**config.mk**
```make
export PLATFORM = sky130hd
export DESIGN_NAME = io_port_responder
export DESIGN_NICKNAME = d
export VERILOG_FILES = /design/src/rtl/io_map_pkg.sv /design/src/rtl/io_in_sync.sv /design/src/rtl/io_port_responder.sv
export SDC_FILE = /design/constraint.sdc
export NUM_CORES = 1
export LEC_CHECK = 0
export ABC_CLOCK_PERIOD_IN_PS = 2900
export CAP_MARGIN = 10
export CORE_MARGIN = 8
export CORE_UTILIZATION = 53
export DETAILED_ROUTE_END_ITERATION = 8
export PLACE_DENSITY = 0.91
export SKIP_CTS_REPAIR_TIMING = 1
export SYNTH_ARGS = -nofsm -noshare
export SYNTH_HDL_FRONTEND = slang
export SYNTH_SLANG_ARGS = --single-unit
```
**constraint.sdc**
```tcl
create_clock -name clock -period 2.9 [get_ports clock]
set_input_delay 0.87 -clock clock [delete_from_list [all_inputs] [get_ports clock]]
set_output_delay 0.87 -clock clock [all_outputs]
set_load 0.03 [all_outputs]
```
**src/rtl/io_map_pkg.sv**
```systemverilog
// io_map_pkg: shared I/O window address map. The CPU memory decoder imports
// the same constants, so any address change here moves both sides together.
package io_map_pkg;

  localparam int PORT_W = 32;

  localparam logic [7:0] ADDR_OUT0 = 8'h80;
  localparam logic [7:0] ADDR_OUT1 = 8'h84;
  localparam logic [7:0] ADDR_IN0  = 8'hC0;
  localparam logic [7:0] ADDR_IN1  = 8'hC4;
  localparam logic [7:0] ADDR_CHG  = 8'hC8;

  // Which register a read address selects.
  typedef enum logic [2:0] {
    SEL_NONE,
    SEL_OUT0,
    SEL_OUT1,
    SEL_IN0,
    SEL_IN1,
    SEL_CHG
  } rd_sel_e;

  // Map a byte address to its read source; unmapped addresses read as zero.
  function automatic rd_sel_e decode_rd(input logic [7:0] addr);
    rd_sel_e sel;
    case (addr)
      ADDR_OUT0: sel = SEL_OUT0;
      ADDR_OUT1: sel = SEL_OUT1;
      ADDR_IN0:  sel = SEL_IN0;
      ADDR_IN1:  sel = SEL_IN1;
      ADDR_CHG:  sel = SEL_CHG;
      default:   sel = SEL_NONE;
    endcase
    return sel;
  endfunction

endpackage

```
**src/rtl/io_in_sync.sv**
```systemverilog
// io_in_sync: 2-flop synchronizer for one 32-bit input port, optionally
// followed by a per-port debounce filter (macro IO_DEBOUNCE_EN).
// 'changed' pulses on the same cycle the 'stable' value takes a new value.
module io_in_sync
  import io_map_pkg::*;
#(
  parameter int DEBOUNCE_CYCLES = 16
) (
  input  logic              clock,
  input  logic              resetn,
  input  logic [PORT_W-1:0] din,
  output logic [PORT_W-1:0] stable,
  output logic              changed
);

  // A zero-length debounce window has no meaning; reject it at elaboration.
  if (DEBOUNCE_CYCLES < 1) begin : g_cfg_check
    $error("io_in_sync: DEBOUNCE_CYCLES must be at least 1");
  end

  logic [PORT_W-1:0] meta;
  logic [PORT_W-1:0] sync;

  // Two-stage synchronizer for the asynchronous external input.
  always_ff @(posedge clock or negedge resetn) begin
    if (!resetn) begin
      meta <= '0;
      sync <= '0;
    end else begin
      meta <= din;
      sync <= meta;
    end
  end

`ifdef IO_DEBOUNCE_EN
  localparam int CW = (DEBOUNCE_CYCLES > 1) ? $clog2(DEBOUNCE_CYCLES) : 1;
  localparam logic [CW-1:0] CNT_MAX = CW'(DEBOUNCE_CYCLES - 1);

  logic [CW-1:0]     cnt;
  logic [PORT_W-1:0] stable_q;
  logic              load;

  // cnt holds how many cycles beyond the first 'sync' has kept its value, so
  // reaching CNT_MAX with no pending change means DEBOUNCE_CYCLES held cycles.
  assign load = (cnt == CNT_MAX) && (meta == sync) && (sync != stable_q);

  // Restart the hold counter on any pending change, otherwise count up and
  // saturate; commit the synchronized value once it has been held long enough.
  always_ff @(posedge clock or negedge resetn) begin
    if (!resetn) begin
      cnt      <= '0;
      stable_q <= '0;
    end else begin
      if (meta != sync) begin
        cnt <= '0;
      end else if (cnt != CNT_MAX) begin
        cnt <= cnt + 1'b1;
      end
      if (load) begin
        stable_q <= sync;
      end
    end
  end

  assign stable  = stable_q;
  assign changed = load;
`else
  // Without filtering the synchronizer output is the stable value; it changes
  // on the edge where the two stages currently disagree.
  assign stable  = sync;
  assign changed = (meta != sync);
`endif

endmodule

```
**src/rtl/io_port_responder.sv**
```systemverilog
// io_port_responder: memory-mapped I/O port block. Two registered output
// ports, two synchronized input ports with sticky change flags, and a
// registered read path.
// Handshake: a strobe (io_we / io_re) is a single-cycle request sampled on the
// rising edge; there is no back-pressure. Write data lands on that edge; read
// data is returned with io_rvalid=1 in the following cycle and io_rdata holds
// it afterwards. A combined read+write returns the pre-write contents.
// Optional feature: define IO_DEBOUNCE_EN to debounce the input ports.
module io_port_responder
  import io_map_pkg::*;
#(
  parameter int DEBOUNCE_CYCLES = 16
) (
  input  logic        clock,
  input  logic        resetn,
  input  logic [7:0]  io_addr,
  input  logic        io_we,
  input  logic        io_re,
  input  logic [31:0] io_wdata,
  output logic [31:0] io_rdata,
  output logic        io_rvalid,
  input  logic [31:0] in_port0,
  input  logic [31:0] in_port1,
  output logic [31:0] out_port0,
  output logic [31:0] out_port1,
  output logic [1:0]  in_change
);

  logic [31:0] stable0;
  logic [31:0] stable1;
  logic [1:0]  changed;
  logic [1:0]  chg_clr;
  logic [31:0] rd_mux;

  io_in_sync #(.DEBOUNCE_CYCLES(DEBOUNCE_CYCLES)) u_sync0 (
    .clock   (clock),
    .resetn  (resetn),
    .din     (in_port0),
    .stable  (stable0),
    .changed (changed[0])
  );

  io_in_sync #(.DEBOUNCE_CYCLES(DEBOUNCE_CYCLES)) u_sync1 (
    .clock   (clock),
    .resetn  (resetn),
    .din     (in_port1),
    .stable  (stable1),
    .changed (changed[1])
  );

  // Read source select, taken from current register contents (pre-write).
  always_comb begin
    rd_mux = '0;
    case (decode_rd(io_addr))
      SEL_OUT0: rd_mux = out_port0;
      SEL_OUT1: rd_mux = out_port1;
      SEL_IN0:  rd_mux = stable0;
      SEL_IN1:  rd_mux = stable1;
      SEL_CHG:  rd_mux = {30'b0, in_change};
      default:  rd_mux = '0;
    endcase
  end

  // Change-flag clears: reading a port's data, or write-1-to-clear at 0xC8.
  always_comb begin
    chg_clr = '0;
    if (io_re && (io_addr == ADDR_IN0)) chg_clr[0] = 1'b1;
    if (io_re && (io_addr == ADDR_IN1)) chg_clr[1] = 1'b1;
    if (io_we && (io_addr == ADDR_CHG)) chg_clr = chg_clr | io_wdata[1:0];
  end

  // Output port registers, written on the edge that samples io_we.
  always_ff @(posedge clock or negedge resetn) begin
    if (!resetn) begin
      out_port0 <= '0;
      out_port1 <= '0;
    end else if (io_we) begin
      if (io_addr == ADDR_OUT0) out_port0 <= io_wdata;
      if (io_addr == ADDR_OUT1) out_port1 <= io_wdata;
    end
  end

  // Registered read response; reset drops any read already in flight.
  always_ff @(posedge clock or negedge resetn) begin
    if (!resetn) begin
      io_rvalid <= 1'b0;
      io_rdata  <= '0;
    end else begin
      io_rvalid <= io_re;
      if (io_re) io_rdata <= rd_mux;
    end
  end

  // Sticky change flags; a new change in the same cycle as a clear wins.
  always_ff @(posedge clock or negedge resetn) begin
    if (!resetn) begin
      in_change <= '0;
    end else begin
      in_change <= changed | (in_change & ~chg_clr);
    end
  end

endmodule

```
==> impl_metrics.toml, run 1 <==
# flow metrics
[synth]
ys_seq_share_pct = 65.0
avgSynthCellArea_um2 = 14.2
top_area_cell = "dfrtp_1"
synthArstFlopShare_pct = 100
synthCells = 614
synthesis.area_um2 = 8740
ff_type = "dfrtp_1"
ys_chip_area_um2 = 8740
yosysWarnings = 0
synth_top_area_share_pct = 65.0
syn-num-nets = 722
ys_types = 38
yosys_cells = 614
edf_count = 0
numSynthFlops = 227
topCellsByArea = "dfrtp_1, xnor2_1, mux2_4"

[power_and_ir_drop]
switching_share_pct = 22.8
clkPwrFrac_pct = 42.3
power.density_nw_per_um2 = 590
pwr-share-comb_pct = 9.2
total_power_uw = 7060
leakage_uw = 0.00520
p_switching_uw = 1610
vdd_drop_max_mv = 0.535
p_int_uw = 5450
sequentialPowerShare_pct = 48.5

[placement]
dpl-instance-area_um2 = 11200
dp_hpwl_mm = 18.4
globalplace.congestion = 0.881
dp_cells = 1030
io_buffers = 206
dp_slack_ns = 0.0345

[cells_and_area]
area_growth_pct = 36.9
finalNonFillerCells = 1072
stdcell_area_um2 = 12000
finish.utilization_pct = 73.2
antenna_cells = 0
nNetsFinal = 943
drive_gt1_share_pct = 15.7

[clocking]
clk_pin_slew_worst_paths_ns = 0.06
numCtsBuffers = 23
cts_sinks = 227
root_buffer = "clkbuf_16"
worst_skew_pair.late_latency_ns = 0.50
clockBufferDepth = 3
cts_tree = "built"
htreeDepth = 1

[routing]
vias_per_cell = 5.68
postRouteAntennaNets = 0
route.detailed.drc = 0
drtIter0Drc = 470
dr.pass1.iters = 5

[setup_path]
worstSetupEndpointType = "output port"
r2r_slack_ns = 1.10
crit_buf_inv = 1
crit_path_max_fanout = 3
cp_data_arrival_time_ns = 1.71
cp_data_required_time_ns = 2.03
slowest_stage = "clkdlybuf4s50_1"
cpPeakStageDelay_ns = 0.76
critPathKind = "reg2out"
path_delay_family = "buffers and inverters"
start_kind = "flop"
path_cells = "clkdlybuf4s50_1"

[min_path]
hp-class = "in2async"

[run]
drv_cap = 0
tool_warnings = 27

[die]
die_w_um = 144
die_h_um = 144
chip_area_um2 = 20900
ios = 207
fp-utilization_pct = 53.5
rows = 47

[global_routing]
overflow = 0
grt_pass1_wl_mm = 39.2
grt_max_degree = 80
antenna_found_initial = 0
grt_pass1_vias = 6718

[timing]
period_needed_ns = 2.58
slew_viol_final = 0
timing.final.crit_share_pct = 89.0
holdWs_ns = 0.349
setup_tns_ns = 0
max_freq_mhz = 387
rsz0062_at_grt = "no"
skew_ns = 0.0109
hold_viol_final = 0
relSlewSlack_pct = 58.6
worstMarginPinSlew_ns = 0.615
setup_viol = 0
setup_slack_ns = 0.319

[status]
status = "completed"
run 1: sequential cells by signal (all words and copies together) (netlist names):
name            count
in_change           2
u_sync1.stable     32
out_port1          32
u_sync0.stable     32
u_sync1.meta       32
out_port0          32
io_rdata           32
u_sync0.meta       32
io_rvalid           1
run 1: routing by layer:
metal  vias up  track usage, %  part of all wire (%)
li1       2659               -                     -
met1      3072            30.8                    39
met2       301            41.6                    50
met3        56            5.15                   7.8
met4         0            10.2                   3.6
met5         -               0                     0
run 1: power by group through the flow:
stage	clock [uW]	combinational, uW	sequential (uW)
5_1_grt	3140	694	3440
2_1_floorplan	0	181	3520
4_1_cts	3020	658	3420
6_report	2980	652	3420
3_5_place_dp	0	653	3470
3_3_place_gp	0	639	3470
run 1: final timing paths:
kind                                    start                 end  cells past startpoint
max reg2reg                u_sync1.stable[24]        in_change[1]                      4
min                                    resetn       out_port1[10]                      1
max in group asynchronous              resetn        io_rdata[20]                      2
min reg2reg                  u_sync0.meta[28]  u_sync0.stable[28]                      0
min in group clock           u_sync0.meta[28]  u_sync0.stable[28]                      0
max                              out_port0[2]        out_port0[2]                      1
run 1: final cells by class:
type / instances / area, um^2 / area share (%)
sequential: 227 / 5680 / 47.5
inverter: 33 / 124 / 1.04
timing repair buffer: 231 / 2330 / 19.5
tap: 220 / 275 / 2.30
clock inverter: 11 / 134 / 1.12
clock buffer: 31 / 636 / 5.31
multi-input combinational: 319 / 2790 / 23.3
run 1: cells in the final DEF (no fill, tap or decap), types with 2 or more instances in the layout:
| cell | instances |
|---|---|
| clkbuf_1 | 5 |
| mux2_2 | 34 |
| o22a_1 | 16 |
| nand2_1 | 3 |
| nor2_1 | 2 |
| xnor2_1 | 64 |
| clkdlybuf4s50_1 | 205 |
| clkinv_2 | 7 |
| nand4_1 | 16 |
| nor3_1 | 2 |
| o21ai_0 | 4 |
| clkbuf_8 | 3 |
| bufinv_16 | 3 |
| a2111oi_0 | 14 |
| buf_12 | 6 |
| dfrtp_1 | 227 |
| nor4_1 | 4 |
| a22oi_1 | 33 |
| a32oi_1 | 2 |
| o22ai_1 | 31 |
| nor4b_4 | 2 |
| inv_1 | 33 |
| buf_4 | 19 |
| and3_1 | 42 |
| mux2_4 | 30 |
| mux2_1 | 2 |
| clkbuf_16 | 23 |
| nand3_1 | 5 |
run 1: Yosys cell counts (2+ instances only):
master / count
a22oi_1: 33
and3_1: 42
o21ai_0: 4
dfrtp_1: 227
nand2_1: 3
buf_2: 12
nor2_1: 2
a32oi_1: 2
o22a_1: 16
buf_6: 4
nor3_1: 2
mux2_1: 2
nand3_1: 6
xnor2_1: 64
nor4_1: 4
mux2_2: 34
inv_1: 33
mux2_4: 30
nand4_1: 16
o22ai_1: 31
a2111oi_0: 14
clkbuf_1: 17
run 1: cells by family after synthesis:
family | Yosys count | share of synthesized area [%]
AOI/OAI and AO/OA | 104 | 8.86
xor gates and xnor gates | 64 | 6.41
buffers and inverters | 68 | 3.45
DFF | 227 | 65.0
muxes | 66 | 9.79
and+or+nand+nor | 85 | 6.47
run_1/closeup.png
Scale bar: 10 um. Window x 60 to 85, y 31 to 56 um. Cells in grey, sequential cells in the stronger grey; small squares are vias.
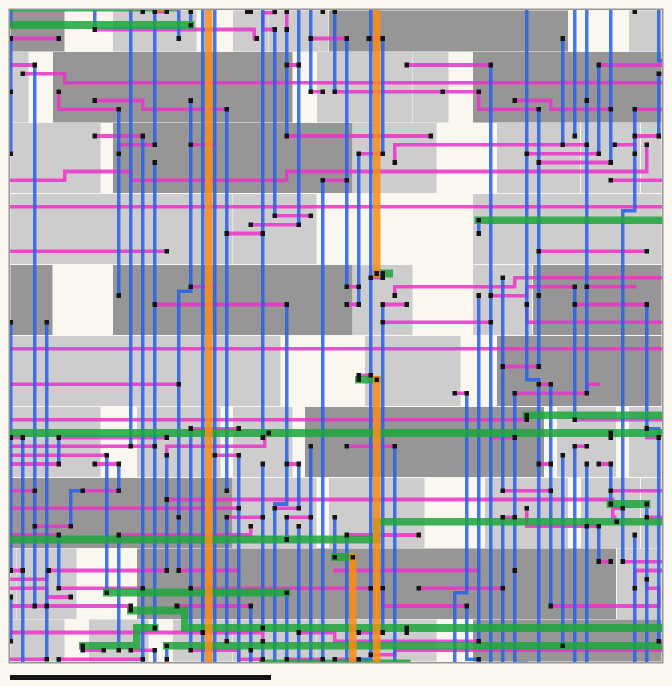
M3 -> green
M4 -> orange
M2 -> blue
M1 -> magenta
cells with their middle in the window = 44
sequential cells in the window = 12
netlist names of flops here include = u_sync0.stable (7), u_sync0.meta (4)
most frequent = dfrtp_1 (12), xnor2_1 (7)

run_1/placed.png
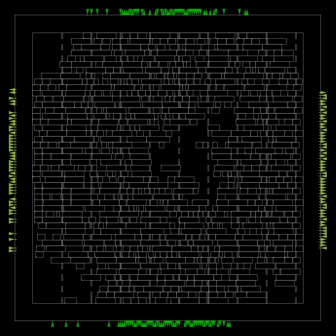
Flops: 227
Fillers: 1075
tap cells: 220
core area: 16300 um^2

run_1/clock_wires.png
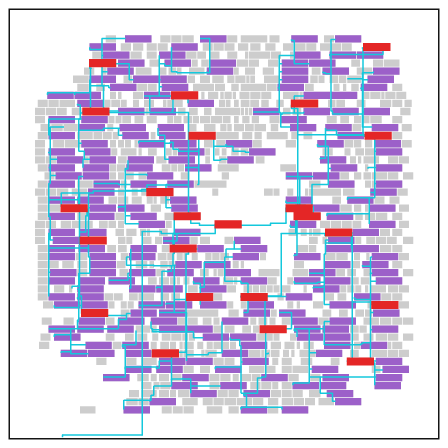
clock wires -> cyan  # length 2390 um
flip-flops -> purple  # count 227
clock-net drivers -> red  # count 23
routed clock nets = 24
flops lie = all over the die

run_1/route_heat.png
The die is cut into 29 by 29 equal tiles; black is low, pale yellow is high, scaled to the fullest tile. Values are wire area over tile area, all layers added.
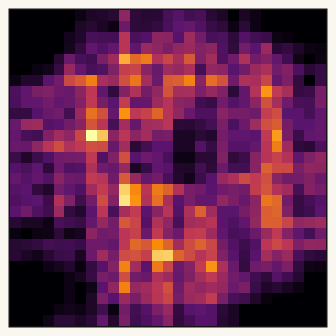
mean over tiles = 0.20
emptiest ninth of the die = south-west
densest ninth of the die = south
total global-route track usage: 24.8%
final WL: 25.4 mm
via count: 6088
drt wl/cell: 23.7 um

run_1/gates.png
Scale bar: 50 um.
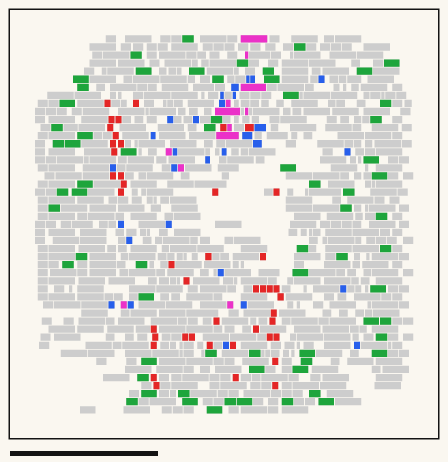

==> run 2: changes to the inputs <==
--- a/config.mk
+++ b/config.mk
@@ -11,6 +11,7 @@
 export CORE_UTILIZATION = 53
 export DETAILED_ROUTE_END_ITERATION = 8
 export PLACE_DENSITY = 0.91
+export SETUP_SLACK_MARGIN = 0.4
 export SKIP_CTS_REPAIR_TIMING = 1
 export SYNTH_ARGS = -nofsm -noshare
 export SYNTH_HDL_FRONTEND = slang
run_2/gates.png
Scale bar: 50 um.
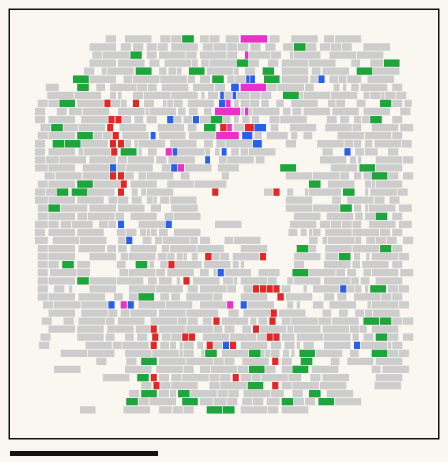
nand cells -> blue  # cells 29
nor cells -> magenta  # cells 12
and/or cells -> red  # cells 44
mux cells -> green  # cells 66, where all over the die

run_2/placed.png
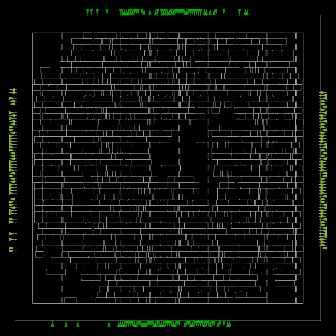
final cell count without fillers: 1072
Seq area share: 47.2%
row cnt: 47

==> impl_metrics.toml, run 2 <==
# flow metrics
[run]
drv_cap = 0
tool_warnings = 27

[die]
fp-utilization_pct = 53.5
chip_area_um2 = 20900
core_area_um2 = 16300
die_h_um = 144
ios = 207
die_w_um = 144

[timing]
setup_viol = 0
period_needed_ns = 2.47
skew_ns = 0.0112
worstMarginPinSlew_ns = 0.611
hold_viol_final = 0
setup_tns_ns = 0
max_freq_mhz = 404
setup_slack_ns = 0.426
timing.final.crit_share_pct = 85.3
relSlewSlack_pct = 58.9
slew_viol_final = 0

[global_routing]
grt_pass1_wl_mm = 39.2
antenna_found_initial = 0
grt_max_degree = 80

[synth]
ff_type = "dfrtp_1"
numSynthFlops = 227
synthCells = 614
adder_share_pct = 0
top_logic_kind = "multiplexers"
syn-num-nets = 722
avgSynthCellArea_um2 = 14.2
simple_gate_area_share_pct = 6.47
topCellsByArea = "dfrtp_1, xnor2_1, mux2_4"
synth_top_area_share_pct = 65.0
ys_seq_share_pct = 65.0
synthesis.area_um2 = 8740
ys_chip_area_um2 = 8740

[setup_path]
worstSetupEndpointType = "output port"
path_cells = "clkdlybuf4s50_1"
r2r-start = "u_sync1.stable[24]"
critPathKind = "reg2out"
crit_buf_inv = 1
start_kind = "flop"
cpPeakStageDelay_ns = 0.71
cp_data_arrival_time_ns = 1.60
path_delay_family = "buffers and inverters"
r2r_cells = 4

[power_and_ir_drop]
total_power_uw = 7060
leakage_uw = 0.00568
power.density_nw_per_um2 = 586
vdd_drop_max_mv = 0.537

[status]
status = "completed"

[routing]
dr.pass1.iters = 5
wl_per_cell_um = 23.9
postRouteAntennaNets = 0
drtIter0Drc = 417

[min_path]
hp-class = "in2async"

[cells_and_area]
layout.cells.most_common = "dfrtp_1"
finish.utilization_pct = 73.6
nNetsFinal = 943
antenna_cells = 0
stdcell_area_um2 = 12000

[placement]
dp_slack_ns = 0.0345
dp_hpwl_mm = 18.4
globalplace.congestion = 0.881
dpl-instance-area_um2 = 11200

[clocking]
clk_pin_slew_worst_paths_ns = 0.06
htreeDepth = 1
cts_sinks = 227
numCtsBuffers = 23
## run 2: cell counts after synthesis
Identical to the previous run, type by type.
## run 2: through the flow
stage,instances,hold WS [ns]
2_1_floorplan,614,0.373
3_3_place_gp,1030,0.375
3_5_place_dp,1030,0.379
4_1_cts,1072,0.370
5_1_grt,1072,0.374
6_report,1072,0.348
## run 2: area by class of cell
type / count / area [um^2]
Sequential cell: 227 / 5680
Fill cell: 1057 / 4310
Multi-Input combinational cell: 319 / 2790
Timing Repair Buffer: 231 / 2400
Clock buffer: 31 / 636
Tap cell: 220 / 275
Clock inverter: 11 / 134
Inverter: 33 / 124
## run 2: logic make-up after synthesis
kind of cell / after synthesis
simple gates: 85
buf+inv: 68
compound gates: 104
mux: 66
xor+xnor: 64
flops: 227
## run 2: how the worst max path moves through the flow
stage / startpoint / end / slack (ns) / cells past startpoint
floorplan: io_addr[2] / out_port0[10] / 0.65 / 6
global placement: io_addr[6] / out_port0[2] / 0.17 / 6
detailed placement: io_addr[6] / io_rdata[8] / 0.03 / 6
CTS: out_port0[2] / out_port0[2] / 0.31 / 1
global route: out_port0[21] / out_port0[21] / 0.40 / 1
finish: out_port1[17] / out_port1[17] / 0.43 / 1
## run 2: per-layer routing
layer / GRT usage, % / up-vias / part of all wire, %
met5: 0 / - / 0
met3: 5.15 / 57 / 6.9
met1: 30.8 / 3094 / 39
met2: 41.6 / 267 / 50
met4: 10.2 / 0 / 3.5
li1: - / 2658 / -
## run 2: worst reg2reg max path: cells and delay by family (launching register included)
family           cells  cell delay [ns]
AND/OR/NAND/NOR      3             1.02
flip-flops           1             0.45
XOR/XNOR             1             0.20
## run 2: power by group
group	total, uW	internal [uW]	switching (uW)
combinational	651	336	315
clock	2980	1810	1180
sequential	3420	3300	119
total	7060	5450	1610
run_2/closeup.png
Scale bar: 10 um. Window x 60 to 85, y 31 to 56 um. Cells in grey, sequential cells in the stronger grey; small squares are vias.
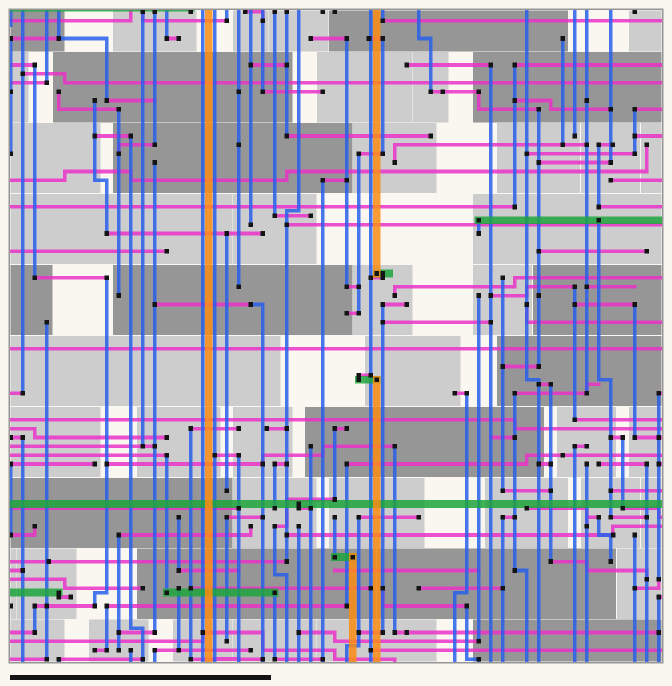

==> run 3: changes to the inputs <==
--- a/config.mk
+++ b/config.mk
@@ -10,6 +10,7 @@
 export CORE_MARGIN = 8
 export CORE_UTILIZATION = 53
 export DETAILED_ROUTE_END_ITERATION = 8
+export GPL_TIMING_DRIVEN = 0
 export PLACE_DENSITY = 0.91
 export SETUP_SLACK_MARGIN = 0.4
 export SKIP_CTS_REPAIR_TIMING = 1
run_3/closeup.png
Scale bar: 10 um. Window x 60 to 85, y 31 to 56 um. Cells in grey, sequential cells in the stronger grey; small squares are vias.
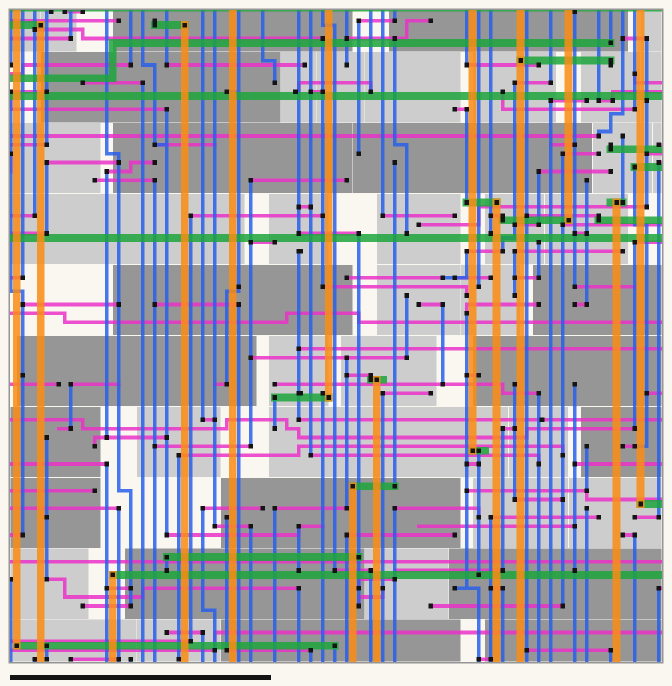
M2 -> blue
M3 -> green
M1 -> magenta
M4 -> orange
cells with their middle in the window = 40
most frequent = dfrtp_1 (14), xnor2_1 (6), clkdlybuf4s50_1 (5)
sequential cells in the window = 14
netlist names of flops here include = u_sync0.meta (6), u_sync0.stable (6)

==> impl_metrics.toml, run 3 <==
# flow metrics
[setup_path]
critPathKind = "reg2out"
timing.rr.end = "in_change[1]"
r2r-start = "u_sync1.stable[9]"
r2r_slack_ns = 1.15
cp_data_required_time_ns = 2.03
r2r_cells = 4
cpPeakStageDelay_ns = 0.70
start_kind = "flop"
crit_buf_inv = 1
crit_path_max_fanout = 3
worstSetupEndpointType = "output port"
cp_data_arrival_time_ns = 1.61
path_delay_family = "buffers and inverters"
path_cells = "clkdlybuf4s50_1"
slowest_stage = "clkdlybuf4s50_1"

[cells_and_area]
area_growth_pct = 38.1
layout.cells.most_common = "dfrtp_1"
nNetsFinal = 953
antenna_cells = 0
finalNonFillerCells = 1082
drive_gt1_share_pct = 16.5
stdcell_area_um2 = 12100
layout_top_cells = "dfrtp_1, clkdlybuf4s50_1, xnor2_1"

[power_and_ir_drop]
power.density_nw_per_um2 = 591
p_int_uw = 5440
switching_share_pct = 23.7
sequentialPowerShare_pct = 48.0
pwr-share-comb_pct = 9.1
clkPwrFrac_pct = 42.9
p_switching_uw = 1690
leakage_uw = 0.00588
vdd_drop_max_mv = 0.435

[synth]
avgSynthCellArea_um2 = 14.2
numSynthFlops = 227
synthesis.area_um2 = 8740
synthCells = 614
yosysWarnings = 0
synth_top_area_share_pct = 65.0
yosys_cells = 614
top_area_cell = "dfrtp_1"
ys_types = 38
edf_count = 0
ys_seq_share_pct = 65.0
top_cell = "dfrtp_1"
ff_type = "dfrtp_1"
synth.top_cells.by_count = "dfrtp_1, xnor2_1, and3_1"
topCellsByArea = "dfrtp_1, xnor2_1, mux2_4"
ys_chip_area_um2 = 8740
syn-num-nets = 722
synthArstFlopShare_pct = 100

[routing]
postRouteAntennaNets = 0
vias = 6196
drtIter0Drc = 423
vias_per_cell = 5.73
drt_wl_total_mm = 27.4
wl_per_cell_um = 25.3
route.detailed.drc = 0
dr.pass1.iters = 5

[timing]
setup_viol = 0
worstMarginPinSlew_ns = 0.689
skew_ns = 0.0169
setup_tns_ns = 0
slew_viol_final = 0
max_freq_mhz = 403
timing.final.crit_share_pct = 85.6
rsz0062_at_grt = "yes"
hold_viol_final = 0
period_needed_ns = 2.48
relSlewSlack_pct = 54.0

[die]
chip_area_um2 = 20900
core_area_um2 = 16300
die_w_um = 144
die_h_um = 144
fp-utilization_pct = 53.5
ios = 207
rows = 47

[placement]
globalplace.congestion = 0.872
io_buffers = 204
dp_cells = 1040
dp_hpwl_mm = 19.6
dpl-instance-area_um2 = 11100

[clocking]
root_buffer = "clkbuf_16"
numCtsBuffers = 23
worst_skew_pair.late_latency_ns = 0.52
htreeDepth = 1
clockBufferDepth = 3
cts_tree = "built"
clk_pin_slew_worst_paths_ns = 0.07
cts_sinks = 227

[global_routing]
grt_max_degree = 88
grt_pass1_wl_mm = 40.8
antenna_found_initial = 0
grt_usage_pct = 26.4
overflow = 0
grt_pass1_vias = 6766

[status]
status = "completed"

[min_path]
hp-class = "in2async"

[run]
drv_cap = 0
tool_warnings = 27
run_3/placed.png
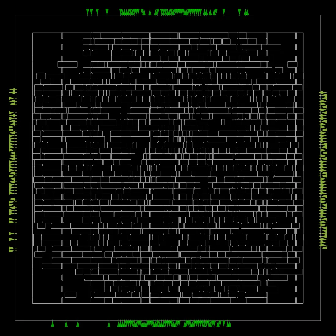
Fillers: 1024
Seq area share: 47.1%

run 3: cell counts after synthesis:
No cell type changed its count.
run 3: area by class of cell:
type                    count  area [um^2]
flip-flops and latches    227         5680
fillers                  1024         4280
multi-input cells         319         2790
repair buffers            206         2200
clock buffers              28          624
well taps                 220          275
plain buffers              35          201
clock inverters            14          165
inverters                  33          124
run 3: how the worst max path moves through the flow:
stage	startpoint	to	cells after the start
after CTS	io_addr[6]	io_rdata[2]	7
final	out_port0[8]	out_port0[8]	1
after detailed placement	io_addr[6]	io_rdata[2]	7
after global placement	resetn	out_port1[23]	1
after global routing	io_addr[1]	io_rdata[14]	7
after floorplan	io_addr[2]	out_port0[10]	6
run 3: cell families after synthesis:
group	share of synthesized area, %
flip-flops	65.0
AND-OR/OR-AND	8.86
AND/OR/NAND/NOR	6.47
buffers and inverters	3.45
multiplexers	9.79
XOR/XNOR	6.41
run 3: per-layer routing:
| metal | track usage (%) | share of wire (%) |
|---|---|---|
| met5 | 0 | 0 |
| met2 | 43.2 | 49 |
| met3 | 6.80 | 9.2 |
| met4 | 10.7 | 3.6 |
| met1 | 32.9 | 38 |
run 3: per-stage QoR:
stage               hold slack, ns  setup WS, ns  util [%]  power [uW]
detailed placement           0.381        -0.270      68.0        4120
floorplan                    0.373         0.650         -        3710
global placement             0.375         -8.16      67.6        4090
CTS                          0.296         0.266      72.8        7170
global route                 0.308         0.359      73.8        7360
finish                       0.286         0.418      73.8        7130
run 3: power by group through the flow:
stage	logic, uW	registers, uW	clock network, uW
6_report	651	3420	3060
5_1_grt	693	3430	3240
4_1_cts	655	3420	3100
3_5_place_dp	648	3470	0
3_3_place_gp	625	3470	0
2_1_floorplan	181	3520	0
Power figures rest on the tool's default switching activity, not on a simulated workload.
